### src/rtl/register_file_sb_if.sv
// Decode/writeback-facing bus of register_file_sb: read ports, writeback port, scoreboard, init status.
// REGFILE_DBG_PORT_EN adds the logic-analyser debug taps.
interface register_file_sb_if #(
  parameter int unsigned DATA_WIDTH = 32,
  parameter int unsigned ADDR_WIDTH = 5
);
  localparam int unsigned DEPTH = 2**ADDR_WIDTH;

  logic                  we;
  logic [ADDR_WIDTH-1:0] wa;
  logic [DATA_WIDTH-1:0] wd;
  logic [ADDR_WIDTH-1:0] ra1;
  logic [ADDR_WIDTH-1:0] ra2;
  logic [DATA_WIDTH-1:0] rd1;
  logic [DATA_WIDTH-1:0] rd2;
  logic                  sb_set;
  logic [ADDR_WIDTH-1:0] sb_addr;
  logic                  busy1;
  logic                  busy2;
  logic                  init_busy;
`ifdef REGFILE_DBG_PORT_EN
  logic [ADDR_WIDTH-1:0] dbg_addr;
  logic [DATA_WIDTH-1:0] dbg_data;
  logic [DEPTH-1:0]      dbg_busy_vec;
`endif

  modport master (
    output we, wa, wd, ra1, ra2, sb_set, sb_addr,
`ifdef REGFILE_DBG_PORT_EN
    output dbg_addr,
    input  dbg_data, dbg_busy_vec,
`endif
    input  rd1, rd2, busy1, busy2, init_busy
  );

  modport slave (
    input  we, wa, wd, ra1, ra2, sb_set, sb_addr,
`ifdef REGFILE_DBG_PORT_EN
    input  dbg_addr,
    output dbg_data, dbg_busy_vec,
`endif
    output rd1, rd2, busy1, busy2, init_busy
  );
endinterface

### src/rtl/register_file_sb.sv
// Parametrised register file: 2 async read ports with write-first bypass, 1 write port,
// hardware init sequencer and per-register busy scoreboard. Optional macro: REGFILE_DBG_PORT_EN.
module register_file_sb #(
  parameter int unsigned DATA_WIDTH = 32,
  parameter int unsigned ADDR_WIDTH = 5,
  parameter int unsigned SP_INDEX   = 2,
  parameter logic [31:0] SP_INIT    = 32'h7fffefe4
) (
  input logic           clk,
  input logic           rst_n,
  register_file_sb_if.slave bus
);
  localparam int unsigned DEPTH = 2**ADDR_WIDTH;

  localparam logic [0:0] ST_INIT = 1'b0;
  localparam logic [0:0] ST_RUN  = 1'b1;

  localparam logic [DATA_WIDTH-1:0] SP_VAL = DATA_WIDTH'(SP_INIT);
  localparam logic [ADDR_WIDTH-1:0] SP_IDX = ADDR_WIDTH'(SP_INDEX);

  logic [0:0]            state_q, state_d;
  logic [ADDR_WIDTH-1:0] cnt_q, cnt_d;
  logic [DEPTH-1:0]      busy_q, busy_d;
  logic [DATA_WIDTH-1:0] mem_q [DEPTH];

  logic running;
  logic wr_en;
  logic byp1, byp2;

  assign running = (state_q == ST_RUN);
  assign wr_en   = running && bus.we && (bus.wa != '0);
  assign byp1    = bus.we && (bus.wa == bus.ra1);
  assign byp2    = bus.we && (bus.wa == bus.ra2);

  always_comb begin
    state_d = state_q;
    cnt_d   = cnt_q;
    if (!running) begin
      cnt_d = cnt_q + 1'b1;
      if (cnt_q == '1) state_d = ST_RUN;
    end
  end

  // Clear is applied before set so a newer producer issued in the same cycle wins.
  always_comb begin
    busy_d = busy_q;
    if (wr_en) busy_d[bus.wa] = 1'b0;
    if (running && bus.sb_set && (bus.sb_addr != '0)) busy_d[bus.sb_addr] = 1'b1;
  end

  always_ff @(posedge clk or negedge rst_n) begin
    if (!rst_n) begin
      state_q <= ST_INIT;
      cnt_q   <= '0;
      busy_q  <= '0;
    end else begin
      state_q <= state_d;
      cnt_q   <= cnt_d;
      busy_q  <= busy_d;
    end
  end

  // Array has no reset; the init sequencer rewrites every entry after each reset.
  always_ff @(posedge clk) begin
    if (!running) begin
      mem_q[cnt_q] <= (cnt_q == SP_IDX) ? SP_VAL : '0;
    end else if (wr_en) begin
      mem_q[bus.wa] <= bus.wd;
    end
  end

  always_comb begin
    bus.rd1 = '0;
    bus.rd2 = '0;
    if (running && (bus.ra1 != '0)) bus.rd1 = byp1 ? bus.wd : mem_q[bus.ra1];
    if (running && (bus.ra2 != '0)) bus.rd2 = byp2 ? bus.wd : mem_q[bus.ra2];
  end

  assign bus.busy1     = running && busy_q[bus.ra1] && !byp1;
  assign bus.busy2     = running && busy_q[bus.ra2] && !byp2;
  assign bus.init_busy = !running;

`ifdef REGFILE_DBG_PORT_EN
  assign bus.dbg_data     = running ? mem_q[bus.dbg_addr] : '0;
  assign bus.dbg_busy_vec = running ? busy_q : '0;
`endif

endmodule
### src/flat_wrapper.sv
// flat-port wrapper written by rule: the top's interface ports become plain ports
module register_file_sb_flat 
#(
  parameter int unsigned DATA_WIDTH = 32,
  parameter int unsigned ADDR_WIDTH = 5,
  parameter int unsigned SP_INDEX   = 2,
  parameter logic [31:0] SP_INIT    = 32'h7fffefe4
)
  (clk, rst_n, bus_we, bus_wa, bus_wd, bus_ra1, bus_ra2, bus_sb_set, bus_sb_addr, bus_rd1, bus_rd2, bus_busy1, bus_busy2, bus_init_busy);
  register_file_sb_if #(.DATA_WIDTH(DATA_WIDTH), .ADDR_WIDTH(ADDR_WIDTH)) bus_i ();
  input logic clk;
  input logic rst_n;
  input wire logic [$bits(bus_i.we)-1:0] bus_we;
  input wire logic [$bits(bus_i.wa)-1:0] bus_wa;
  input wire logic [$bits(bus_i.wd)-1:0] bus_wd;
  input wire logic [$bits(bus_i.ra1)-1:0] bus_ra1;
  input wire logic [$bits(bus_i.ra2)-1:0] bus_ra2;
  input wire logic [$bits(bus_i.sb_set)-1:0] bus_sb_set;
  input wire logic [$bits(bus_i.sb_addr)-1:0] bus_sb_addr;
  output wire logic [$bits(bus_i.rd1)-1:0] bus_rd1;
  output wire logic [$bits(bus_i.rd2)-1:0] bus_rd2;
  output wire logic [$bits(bus_i.busy1)-1:0] bus_busy1;
  output wire logic [$bits(bus_i.busy2)-1:0] bus_busy2;
  output wire logic [$bits(bus_i.init_busy)-1:0] bus_init_busy;
  assign bus_i.we = bus_we;
  assign bus_i.wa = bus_wa;
  assign bus_i.wd = bus_wd;
  assign bus_i.ra1 = bus_ra1;
  assign bus_i.ra2 = bus_ra2;
  assign bus_i.sb_set = bus_sb_set;
  assign bus_i.sb_addr = bus_sb_addr;
  assign bus_rd1 = bus_i.rd1;
  assign bus_rd2 = bus_i.rd2;
  assign bus_busy1 = bus_i.busy1;
  assign bus_busy2 = bus_i.busy2;
  assign bus_init_busy = bus_i.init_busy;
  register_file_sb #(.DATA_WIDTH(DATA_WIDTH), .ADDR_WIDTH(ADDR_WIDTH), .SP_INDEX(SP_INDEX), .SP_INIT(SP_INIT)) u_core (.clk(clk), .rst_n(rst_n), .bus(bus_i));
endmodule
### config.mk
export PLATFORM = sky130hd
export DESIGN_NAME = register_file_sb_flat
export DESIGN_NICKNAME = d
export VERILOG_FILES = /design/src/rtl/register_file_sb_if.sv /design/src/rtl/register_file_sb.sv /design/src/flat_wrapper.sv
export SDC_FILE = /design/constraint.sdc
export NUM_CORES = 1
export LEC_CHECK = 0
export CAP_MARGIN = 20
export CORE_MARGIN = 4
export CORE_UTILIZATION = 40
export DETAILED_ROUTE_END_ITERATION = 12
export DONT_BUFFER_PORTS = 1
export GPL_TIMING_DRIVEN = 0
export PLACE_DENSITY = 0.5
export SYNTH_ARGS = -nofsm -noshare
export SYNTH_HDL_FRONTEND = slang
export SYNTH_SLANG_ARGS = --single-unit
### constraint.sdc
create_clock -name clk -period 8.1 [get_ports clk]
set_clock_uncertainty 0.1 [all_clocks]
set_input_delay 1.215 -clock clk [delete_from_list [all_inputs] [get_ports clk]]
set_output_delay 1.215 -clock clk [all_outputs]
set_load 0.01 [all_outputs]
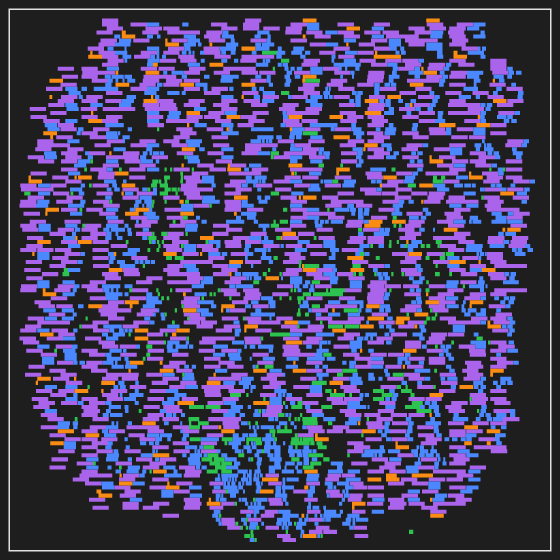
Figure 1: cells colored by class.
[green] other buffers and delay cells | cells: 317 | share of their area: 4.9%
[blue] all other logic | cells: 1589 | share of their area: 32%
[orange] clock drivers and dummy loads | cells: 225 | share of their area: 6.8%
[purple] flip-flops | cells: 1062 | share of their area: 56%
final core utilization: 46.44%
Finished Cell Area: 58540 µm²
Seq/total area: 54.15%
Core Area: 126100 µm²
row cnt: 130

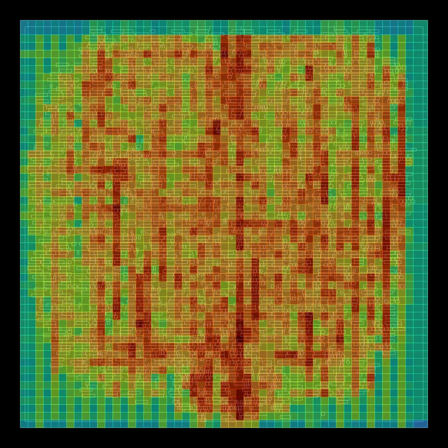
Figure 2: track usage over the die.
grt met1 use: 37.94%
met2 global-route usage: 45.04%
most used routing layer: met2
met3 usage: 8.436%
routed len/inst: 39.66 µm

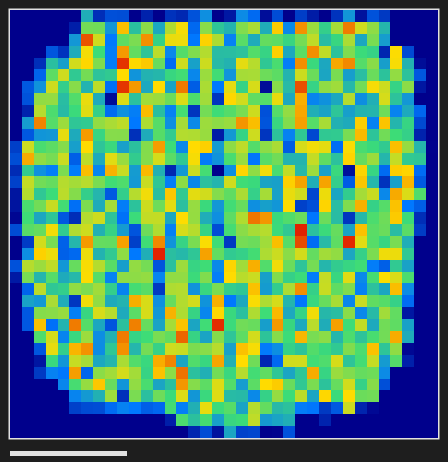
Figure 3: placement density heat map.
Bar = 100 µm. 36 x 36 tiles, from dark blue (low) to red (high), 0 to 100% covered.
mean over tiles: 42%
fullest tile: 96%
nearly empty tiles: 14%
tiles over 75% full: 8.8%
fp_density: 40.38%

==> results.json <==
{
  "start_kind": "input port",
  "endpoint_kind": "output port",
  "p_sw_share_pct": 24.94,
  "yosysWarnings": 0,
  "cts.repair.resized": 0,
  "drt_iter0_markers": 4149,
  "final_layout_size_suffix_gt1_share_pct": 27.34,
  "arrival_ps": 4710,
  "rsz0062_at_grt": "no",
  "setup_violations": 0,
  "inverters": 12,
  "mi_logic_area_um2": 18100,
  "yosys.area_share.aoi_pct": 8.837,
  "nMultiInputCombCells": 1577,
  "final_max_slew_viol_count": 0,
  "num-nonclk-buffers": 317,
  "clkCellAreaFrac_pct": 6.564,
  "finalHoldViolations": 0,
  "holdBufCountCts": 0,
  "synth_top_area_share_pct": 60.41,
  "yosysTopAreaCell": "edfxtp_1",
  "rr_startpoint": "u_core.running$_DFF_PN0_",
  "grt_antenna_before_repair": 8,
  "async_flop_share_pct": 3.578,
  "clockBufferDepth": 3,
  "clock_buffers": 144,
  "clk_latency_ps": 700,
  "postCtsSetupBuffers": 0,
  "warning_count": 28,
  "grt_max_degree": 39,
  "dp_hpwl_um": 138100,
  "place_area_um2": 54200,
  "outcome": "complete, no violations",
  "hold_path_class": "in -> async",
  "first_global_vias": 32550,
  "cts.clk_slew.worst_paths_ps": 60,
  "power_density_nw_per_um2": 217.8,
  "ff2ff_setup_slack_ps": 4430,
  "fin_setup_tns_ps": 0,
  "power_frac_comb_pct": 10.1,
  "tap_cells": 1650,
  "avgViaCountPerCell": 6.683,
  "p_int_mw": 9.569,
  "timing.hold.ws_ps": 76.31,
  "place_ws_ps": 2242,
  "cts.sinks": 1062,
  "syn_area_per_cell_um2": 17.58,
  "synth_cell_type_count": 57,
  "cts_tree": "yes",
  "mux_share_pct": 23.72,
  "fin_ws_ps": 2072,
  "synth_nets": 2955,
  "grt_overflow": 0,
  "vdd_drop_max_mv": 0.1948,
  "ys_chip_area_um2": 50900,
  "dp.cells": 4593,
  "htreeDepth": 3,
  "max_stage_delay_ps": 700,
  "ys.flops": 1062,
  "nFlopsAndLatches": 1062,
  "seqCellArea_um2": 31700,
  "worstPathRequired_ps": 6780,
  "fin_crit_ps": 6028,
  "synthCells": 2896,
  "top_area_cell_class": "registers",
  "final_cells": 4850,
  "worst_path_max_delay_cell": "o21ai_0",
  "fmax_ghz": 0.1659,
  "max_slew_margin_pct": 19.58,
  "cts-root-buf": "clkbuf_16",
  "die_x_um": 364.7,
  "portBuffers": 0
}
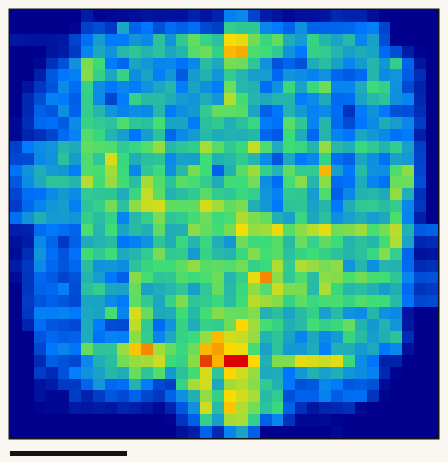
Figure 4: wire density map.
Bar = 100 µm. 36 x 36 tiles, from dark blue (low) to red (high), scaled to the fullest tile. Values are wire area over tile area, all layers added.
nearly empty tiles: 13%
fullest tile: 0.76
tiles over half the peak: 19%
GRT Overall Usage: 28.68%
Routed WL: 192300 µm
detailed-route via count: 32410

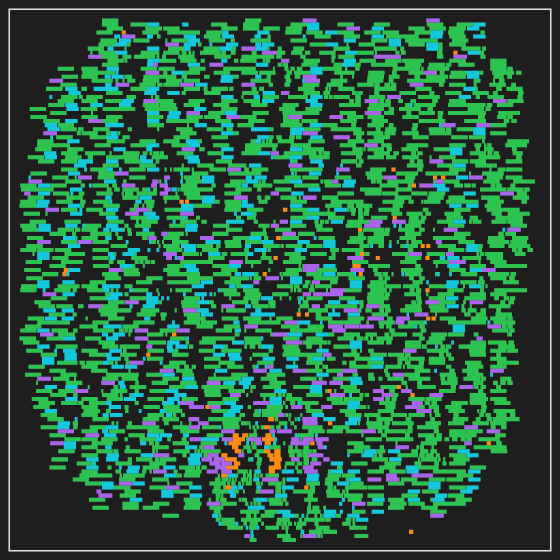
Figure 5: cell sizes after repair.
[cyan] drive 2 | cells: 570
[orange] drive 3 to 4 | cells: 72
[purple] drive 6 and up | cells: 231
[green] drive 1 or less | cells: 2320

sequential cells by signal, summed over array words and instances (netlist names):
register,count
u_core.busy_q,32
u_core.mem_q,1024
u_core.running,1
u_core.cnt_q,5
metal layers:
metal | wire [µm] | up-vias
met3 | 21260 | 392
li1 | - | 12820
met5 | 26 | -
met1 | 74740 | 17300
met4 | 7770 | 4
met2 | 88540 | 1894
power by group through the flow:
stage	sequential [mW]	combinational (mW)	clock [mW]
CTS	6.09	1.23	5.44
detailed placement	6.21	1.23	0
global route	6.09	1.32	5.67
finish	6.09	1.28	5.38
floorplan	6.20	0.716	0
global placement	6.21	1.20	0
worst max-delay path: cells and delay by family:
| family | cells | cell delay (ps) |
|---|---|---|
| AND-OR/OR-AND | 3 | 1760 |
| buffers and inverters | 3 | 1580 |
| AND/OR/NAND/NOR | 1 | 100 |
layout by cell type, fill, tap and decap left out, drive strengths merged, types with 13 or more instances in the layout:
cell	instances
buf	222
nand2	20
a21o	26
clkbuf	239
clkinv	64
o21bai	31
mux2i	285
dfrtp	38
o21ai	123
a221o	62
a22oi	94
inv	13
a211oi	61
a21oi	36
nor2b	30
mux2	67
o221ai	31
edfxtp	1024
xnor2	13
mux4	376
nor2	109
a221oi	124
how the worst max path moves through the flow:
stage                     slack, ps                            end       start  cells past startpoint
after global routing           2050                    bus_rd2[18]  bus_ra2[4]                      7
after CTS                      2240                    bus_rd2[17]  bus_ra2[4]                      7
after floorplan                3920   u_core.mem_q[4][0]$_DFFE_PP_   bus_wa[4]                      6
after detailed placement       2240                    bus_rd2[17]  bus_ra2[4]                      7
after global placement         1130  u_core.mem_q[12][7]$_DFFE_PP_   bus_wa[4]                      6
final                          2070                    bus_rd2[18]  bus_ra2[4]                      7
No activity file was given, so power comes from the tool's default toggle rates.
